==> config.mk <==
export PLATFORM = sky130hd
export DESIGN_NAME = instr_image_loader
export DESIGN_NICKNAME = d
export VERILOG_FILES = /design/src/rtl/instr_image_loader.sv
export SDC_FILE = /design/constraint.sdc
export NUM_CORES = 1
export LEC_CHECK = 0
export ABC_AREA = 1
export CORE_MARGIN = 5
export CORE_UTILIZATION = 48
export DETAILED_ROUTE_END_ITERATION = 16
export PLACE_DENSITY_LB_ADDON = 0.25
export SLEW_MARGIN = 0
export SYNTH_ARGS = -nofsm -noshare
export SYNTH_HDL_FRONTEND = slang
export SYNTH_SLANG_ARGS = --single-unit
==> constraint.sdc <==
create_clock -name clk -period 2.3 [get_ports clk]
set_input_delay 0.46 -clock clk [delete_from_list [all_inputs] [get_ports clk]]
set_output_delay 0.46 -clock clk [all_outputs]
set_load 0.1 [all_outputs]
==> src/rtl/instr_image_loader.sv <==
// rtl/instr_image_loader.sv - encodes RV32I/F field descriptors and writes them to instruction memory
// Holds the core in reset until a complete image has been written.
module instr_image_loader #(
  parameter int ADDR_W = 8
) (
  input  logic              clk,
  input  logic              rst_n,
  input  logic              start,
  input  logic              in_valid,
  output logic              in_ready,
  input  logic [2:0]        in_fmt,
  input  logic [4:0]        in_rd,
  input  logic [4:0]        in_rs1,
  input  logic [4:0]        in_rs2,
  input  logic [2:0]        in_funct3,
  input  logic [6:0]        in_funct7,
  input  logic [12:0]       in_imm,
  input  logic              in_last,
  output logic              mem_we,
  output logic [ADDR_W-1:0] mem_addr,
  output logic [31:0]       mem_wdata,
  output logic              cpu_hold,
  output logic              done,
  output logic              err,
  output logic [ADDR_W:0]   count
);

  localparam logic [ADDR_W:0] DEPTH_C = {1'b1, {ADDR_W{1'b0}}};

  typedef enum logic [2:0] {
    IDLE  = 3'd0,
    LOAD  = 3'd1,
    WRITE = 3'd2,
    DONE  = 3'd3,
    ERR   = 3'd4
  } state_t;

  state_t              state_q, state_d;
  logic [ADDR_W-1:0]   addr_q, addr_d;
  logic [ADDR_W:0]     count_q, count_d;
  logic                mem_we_q, mem_we_d;
  logic [ADDR_W-1:0]   mem_addr_q, mem_addr_d;
  logic [31:0]         mem_wdata_q, mem_wdata_d;
  logic                cpu_hold_q, cpu_hold_d;
  logic                done_q, done_d;
  logic                err_q, err_d;
  logic                last_q, last_d;

  logic [31:0]         enc_word;
  logic                enc_legal;
  logic                imm_fits12;
  logic [ADDR_W:0]     count_inc;

  assign imm_fits12 = (in_imm[12] == in_imm[11]);
  assign count_inc  = count_q + (ADDR_W+1)'(1);

  always_comb begin
    enc_word  = 32'd0;
    enc_legal = 1'b1;
    case (in_fmt)
      3'b000: begin
        enc_word  = {in_imm[11:0], in_rs1, 3'b010, in_rd, 7'b0000011};
        enc_legal = imm_fits12;
      end
      3'b001: begin
        enc_word  = {in_imm[11:5], in_rs2, in_rs1, 3'b010, in_imm[4:0], 7'b0100011};
        enc_legal = imm_fits12;
      end
      3'b010: enc_word = {in_funct7, in_rs2, in_rs1, in_funct3, in_rd, 7'b0110011};
      3'b011: begin
        // Branch offsets are halfword-aligned, so imm[0] has no slot in the word.
        enc_word  = {in_imm[12], in_imm[10:5], in_rs2, in_rs1, 3'b000,
                     in_imm[4:1], in_imm[11], 7'b1100011};
        enc_legal = ~in_imm[0];
      end
      3'b100: begin
        enc_word  = {in_imm[11:0], in_rs1, in_funct3, in_rd, 7'b0010011};
        enc_legal = imm_fits12;
      end
      3'b101: begin
        enc_word  = {in_imm[11:0], in_rs1, 3'b010, in_rd, 7'b0000111};
        enc_legal = imm_fits12;
      end
      3'b110: begin
        enc_word  = {in_imm[11:5], in_rs2, in_rs1, 3'b010, in_imm[4:0], 7'b0100111};
        enc_legal = imm_fits12;
      end
      default: enc_word = {in_funct7, in_rs2, in_rs1, in_funct3, in_rd, 7'b1010011};
    endcase
  end

  always_comb begin
    state_d     = state_q;
    addr_d      = addr_q;
    count_d     = count_q;
    mem_we_d    = 1'b0;
    mem_addr_d  = mem_addr_q;
    mem_wdata_d = mem_wdata_q;
    cpu_hold_d  = cpu_hold_q;
    done_d      = done_q;
    err_d       = err_q;
    last_d      = last_q;
    in_ready    = (state_q == LOAD);
    case (state_q)
      IDLE, DONE, ERR: begin
        if (start) begin
          state_d    = LOAD;
          addr_d     = '0;
          count_d    = '0;
          done_d     = 1'b0;
          err_d      = 1'b0;
          cpu_hold_d = 1'b1;
        end
      end
      LOAD: begin
        if (in_valid) begin
          if (enc_legal) begin
            state_d     = WRITE;
            mem_we_d    = 1'b1;
            mem_addr_d  = addr_q;
            mem_wdata_d = enc_word;
            last_d      = in_last;
          end else begin
            state_d = ERR;
            err_d   = 1'b1;
          end
        end
      end
      WRITE: begin
        addr_d  = addr_q + ADDR_W'(1);
        count_d = count_inc;
        if (last_q) begin
          state_d    = DONE;
          done_d     = 1'b1;
          cpu_hold_d = 1'b0;
        end else if (count_inc == DEPTH_C) begin
          state_d = ERR;
          err_d   = 1'b1;
        end else begin
          state_d = LOAD;
        end
      end
      default: state_d = IDLE;
    endcase
  end

  always_ff @(posedge clk or negedge rst_n) begin
    if (!rst_n) begin
      state_q     <= IDLE;
      addr_q      <= '0;
      count_q     <= '0;
      mem_we_q    <= 1'b0;
      mem_addr_q  <= '0;
      mem_wdata_q <= 32'd0;
      cpu_hold_q  <= 1'b1;
      done_q      <= 1'b0;
      err_q       <= 1'b0;
      last_q      <= 1'b0;
    end else begin
      state_q     <= state_d;
      addr_q      <= addr_d;
      count_q     <= count_d;
      mem_we_q    <= mem_we_d;
      mem_addr_q  <= mem_addr_d;
      mem_wdata_q <= mem_wdata_d;
      cpu_hold_q  <= cpu_hold_d;
      done_q      <= done_d;
      err_q       <= err_d;
      last_q      <= last_d;
    end
  end

  assign mem_we    = mem_we_q;
  assign mem_addr  = mem_addr_q;
  assign mem_wdata = mem_wdata_q;
  assign cpu_hold  = cpu_hold_q;
  assign done      = done_q;
  assign err       = err_q;
  assign count     = count_q;

endmodule
==> results.yml, run 1 <==
# generated from flow reports
outcome:
  outcome: "finished, final reports clean"
power:
  p_per_area_nw_per_um2: 1600
  vdd_drop_max_mv: 1.70
  p_leak_nw: 2.12
synthesis:
  yosys_cells: 381
  ys_sh_xor_pct: 0.286
  synthTopCellsByCount: "nand2_1 (132), dfrtp_1 (62), inv_1 (38)"
  synth-main-ff-cell: "dfrtp_1"
  synth_area_um2: 3060
  synthCells: 381
  synth_nets: 430
  aoi_share_pct: 10.9
  synth.most_common_cell: "nand2_1"
  synth-edff-count: 0
  ys_seq_share_pct: 51.6
  synth_area_leader_cell: "dfrtp_1"
  ys_sh_mux_pct: 0.327
route:
  wl_met3_um: 663
  avgRoutedWirePerCell_um: 13.7
  top_layer_used: "met4"
critical_path:
  r2r_slack_ps: 490
  critPathMaxStageDelay_ps: 580
  crit_start: "in_fmt[2]"
  path_cells: "clkdlybuf4s50_1 -> nand3_2 -> nand2_1 -> nand3_1 -> nand3_4 -> nand2_4 -> inv_4 -> buf_12 -> nor2_1 -> a31oi_1"
  crit_path_end_kind: "register"
  worst-path-stages: 10
  startpoint_type: "input pin"
  worstPathMaxFanout: 25
  worstReg2RegEnd: "addr_q[0]"
  cp.arrival_ps: 2160
  critPathKind: "in -> reg"
  worstSetupEndpoint: "mem_wdata[29]"
grt:
  globalRouteOverflowTotal: 0
  grt_pass1_vias: 2954
  top_usage_layer: "met2"
  met1_usage_pct: 25.8
job:
  drv_cap: 0
die:
  fp.dieH_um: 89.9
  io-pin-count: 100
  fp_util_pct: 48.8
  die_area_um2: 8070
  fp.dieW_um: 89.9
clock_tree:
  cts_buffer_depth: 2
  cts_root_buffer: "clkbuf_8"
  cts_tree: "yes"
  cts_resized: 0
  cts.htree.levels: 3
  cts_sinks: 63
placement:
  place_ws_ps: 49.1
  gp_congestion: 0.846
  dpl.hpwl_mm: 5.92
sta:
  rsz0062_at_grt: "false"
  fmax_mhz: 526
  fin_setup_tns_ps: 0
  finalSetupViolations: 0
  setup_slack_ps: 398
  layout_min_cycle_time_ps: 1900
finish:
  design_area_um2: 4230
  antenna_cells: 0
  layout-drive-gt1-share_pct: 18.4
-- run 1: area by class of cell --
| class | count | area [um2] |
|---|---|---|
| clock buffer | 15 | 156 |
| clock inverter | 1 | 30.0 |
| fill | 535 | 2040 |
| inverter | 40 | 153 |
| multi-input combinational | 266 | 1260 |
| sequential | 63 | 1580 |
| tap | 77 | 96.3 |
| timing repair buffer | 109 | 963 |
-- run 1: power breakdown --
part	leakage, nW	internal [W]	switching (W)	total, W
Combinational	1.23	0.000862	0.00323	0.00409
Sequential	0.795	0.00148	0.000267	0.00174
Clock	0.0919	0.000533	0.000403	0.000936
Total	2.12	0.00287	0.00390	0.00677
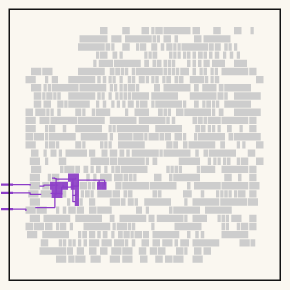
(run_1/port_trees.png)
(3 px per um)
in_fmt -> purple  # bits 3, direction input, edge west, end cells 11, buffers 4, wire 90.4 um

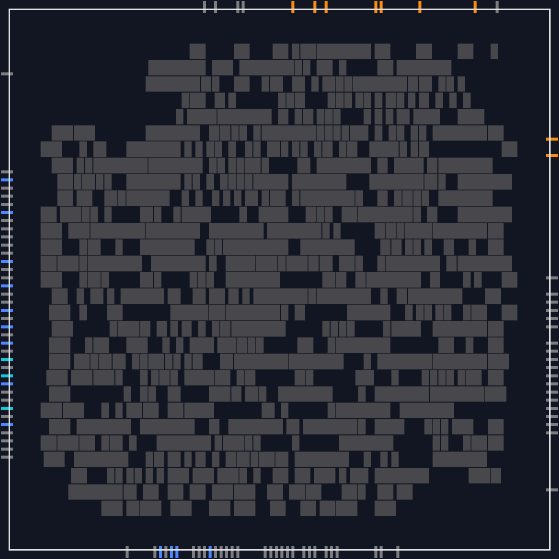
(run_1/pinout.png)
(6 px per um) Pins as bars across the die edge, other pins in grey.
count -> orange  # pins 9, direction output, edge 7 north, 2 east
in_fmt -> cyan  # pins 3, direction input, edge west
in_imm -> blue  # pins 13, direction input, edge 9 west, 4 south

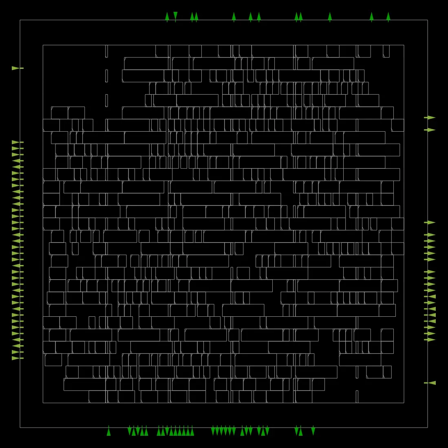
(run_1/placed.png)
Layout Cells excl Fill: 571
final core utilization: 67.4%
core area: 6280 um2
FP Rows: 29
fillcell total: 535

==> inputs of run 2 (changes only) <==
Settings changed: CORE_UTILIZATION 48 to 42.
Clock period 2.3 ns to 1.6 ns, I/O delays scaled along.
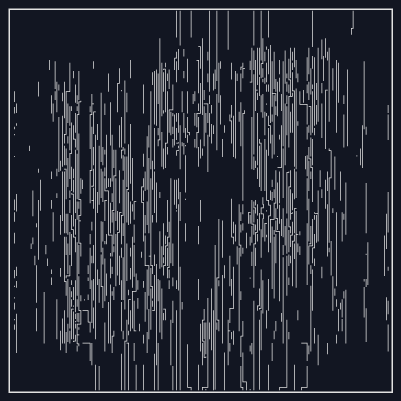
(run_2/m2.png)
(4 px per um)
wire length on this layer = 4850 um
share of all routed wire = 53%

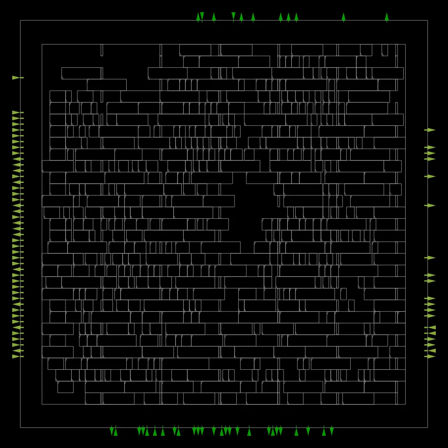
(run_2/placed.png)
fillcell total: 480
Layout Cells excl Fill: 627

==> results.yml, run 2 <==
# generated from flow reports
sta:
  setup_slack_ps: -72.6
  fin_setup_tns_ps: -167
  rsz0062_at_grt: "true"
  fmax_mhz: 598
  finalSetupViolations: 4
outcome:
  outcome: "complete, but fails checks"
  violations: "setup timing"
finish:
  antenna_cells: 0
  design_area_um2: 5420
  finish.utilization_pct: 75.5
route:
  avgRoutedWirePerCell_um: 14.7
power:
  p_leak_nw: 2.54
  combPwrFrac_pct: 64.3
  p_int_w: 0.00582
  vdd_drop_max_mv: 1.56
  seq_power_w: 0.00275
  pg_clk_w: 0.00153
  pwr-share-seq_pct: 22.9
  p_sw_share_pct: 51.5
  clkPwrFrac_pct: 12.7
  power_leader: "combinational cells"
  power.switching_w: 0.00618
  powerComb_w: 0.00772
  p_per_area_nw_per_um2: 2210
die:
  fp.dieH_um: 95.4
  fp_util_pct: 42.7
  core.rowCount: 31
  fp.dieW_um: 95.4
  core_um2: 7180
  io-pin-count: 100
placement:
  dpl.hpwl_mm: 6.75
  place_ws_ps: -470
  gp_congestion: 0.872
critical_path:
  crit_start: "count[1]"
  cp.arrival_ps: 1960
  worstPathMaxFanout: 3
  worstSetupEndpoint: "err"
  crit_path_end_kind: "register"
  worstReg2RegEnd: "err"
  r2r_slack_ps: -70
  path_cells: "ha_4 -> inv_2 -> nand2_2 -> nand2_2 -> nand2_2 -> nor2_1 -> nand2_1 -> nor2_1 -> nand2_1 -> o21bai_1 -> nand2_1 -> nand2_1"
  worst-path-stages: 12
clock_tree:
  cts.htree.levels: 3
  cts_sinks: 63
  cts_buffer_depth: 2
  cts_root_buffer: "clkbuf_8"
  cts_resized: 12
synthesis:
  yosys_cells: 381
  aoi_share_pct: 10.9
  ys_sh_mux_pct: 0.327
  synth-edff-count: 0
  synth.most_common_cell: "nand2_1"
  synth-main-ff-cell: "dfrtp_1"
  ys_seq_share_pct: 51.6
grt:
  grt_pass1_vias: 3334
job:
  drv_cap: 0
## run 2: cell counts after synthesis
No cell type changed its count.
## run 2: final cells by class
cell class,count,share of cell area (%)
well taps,99,2.29
repair buffers,142,36.0
flip-flops and latches,63,29.4
clock inverters,7,1.62
inverters,40,3.05
clock buffers,9,2.29
repair inverters,1,0.162
multi-input cells,266,25.2
## run 2: metal layers
| metal | GRT usage (%) | wire [um] | part of all wire [%] | vias up |
|---|---|---|---|---|
| met3 | 6.00 | 588 | 6.4 | 16 |
| met4 | 8.05 | 155 | 1.7 | 0 |
| met2 | 36.8 | 4850 | 52 | 121 |
| li1 | - | - | - | 1512 |
| met5 | 0 | 0 | 0 | - |
| met1 | 24.2 | 3640 | 39 | 1518 |
==> inputs of run 3 (changes only) <==
Settings changed: MAX_ROUTING_LAYER set to met4, PLACE_DENSITY set to 0.76, PLACE_DENSITY_LB_ADDON 0.25 to unset.
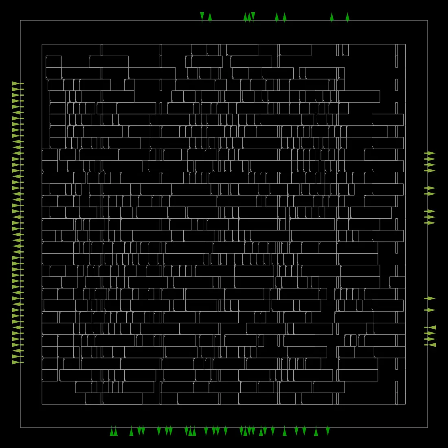
(run_3/placed.png)
FP Rows: 31
core area: 7180 um2
fillcell total: 469

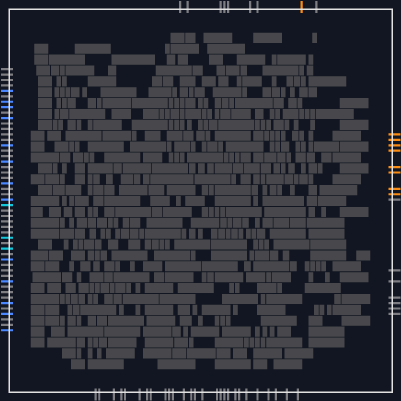
(run_3/pinout.png)
(4 px per um) Pins as bars across the die edge, other pins in grey.
in_imm -> blue  # pins 13, direction input, edge west
count -> orange  # pins 9, direction output, edge 8 east, 1 north
in_fmt -> cyan  # pins 3, direction input, edge west
all pins by edge = 49 west, 27 south, 15 east, 9 north
Die Y: 95.4 um
die width: 95.4 um

==> results.yml, run 3 <==
# generated from flow reports
synthesis:
  synth-main-ff-cell: "dfrtp_1"
  aoi_share_pct: 10.9
  synth_area_um2: 3060
  ys_sh_xor_pct: 0.286
  synth_nets: 430
  yosys_cells: 381
  ys_sh_mux_pct: 0.327
  synth.most_common_cell: "nand2_1"
  synthCells: 381
  synth-edff-count: 0
  synth_area_leader_cell: "dfrtp_1"
finish:
  buffers: 147
  comb-cell-share_pct: 25.3
  finalNonFillerCells: 631
  logic_gates: 266
  seq-cell-share_pct: 29.5
  top_area_cell_class: "buffers"
  clk_share_pct: 4.13
  seq_area_um2: 1590
  seq_cells: 63
  clock_buffer_count: 11
  logic_area_um2: 1360
  antenna_cells: 0
  finish.utilization_pct: 75.2
  layout-drive-gt1-share_pct: 32.1
grt:
  top_usage_layer: "met2"
  use_met2_pct: 34.2
  grt_pass1_vias: 3202
  met1_usage_pct: 24.9
  groute.layer.met3.usage_pct: 6.16
  globalRouteOverflowTotal: 0
sta:
  layout_min_cycle_time_ps: 1600
  fmax_mhz: 623
  fin_setup_tns_ps: -4.18
  setup_slack_ps: -4.18
  finalSetupViolations: 1
  rsz0062_at_grt: "true"
critical_path:
  crit_path_end_kind: "register"
  r2r_slack_ps: -4
  path_cells: "buf_4 -> buf_4 -> nor2_4 -> clkinvlp_4 -> nand2_1 -> nand2_1 -> nor2_2 -> nand3_2 -> nand2_1 -> nand2_1"
  startpoint_type: "register"
  critPathMaxStageDelay_ps: 410
  worstReg2RegEnd: "err"
  critPathKind: "reg -> reg"
  cp.arrival_ps: 1840
clock_tree:
  cts_root_buffer: "clkbuf_8"
  cts_resized: 12
  cts_sinks: 63
  cts_buffer_depth: 2
power:
  vdd_drop_max_mv: 1.65
  combPwrFrac_pct: 64.3
  power.switching_w: 0.00619
  p_leak_nw: 2.55
  p_int_w: 0.00584
  pwr-share-seq_pct: 22.8
  p_per_area_nw_per_um2: 2230
outcome:
  violations: "setup timing"
  outcome: "complete, but fails checks"
route:
  avgRoutedWirePerCell_um: 14.1
placement:
  place_ws_ps: -439
  gp_congestion: 0.937
  dpl.hpwl_mm: 6.45
job:
  drv_cap: 0
die:
  tapCellCount: 99
  fp_util_pct: 42.7
  io-pin-count: 100
run 3: power groups by stage:
stage	Sequential, W	Combinational [W]	Clock, W
final	0.00274	0.00773	0.00155
after floorplan	0.00576	0.00129	0
after CTS	0.00273	0.00751	0.00157
after global placement	0.00273	0.00729	0
after detailed placement	0.00274	0.00738	0
after global routing	0.00280	0.00803	0.00166
run 3: per-layer routing:
metal	up-vias	wire (um)
met5	-	0
met4	0	201
met3	18	680
met2	119	4440
met1	1473	3580
li1	1516	-
run 3: worst max-delay path by stage:
stage,start,endpoint,slack [ps],depth (start not counted)
finish,state_q[2],err,-4,10
global route,count[1],state_q[0],-120,13
CTS,state_q[1],in_ready,-2,3
detailed placement,in_fmt[1],mem_wdata[24],-440,10
global placement,in_fmt[2],mem_wdata[8],-330,10
floorplan,state_q[0],mem_wdata[7],-560,9
Power figures rest on the tool's default switching activity, not on a simulated workload.
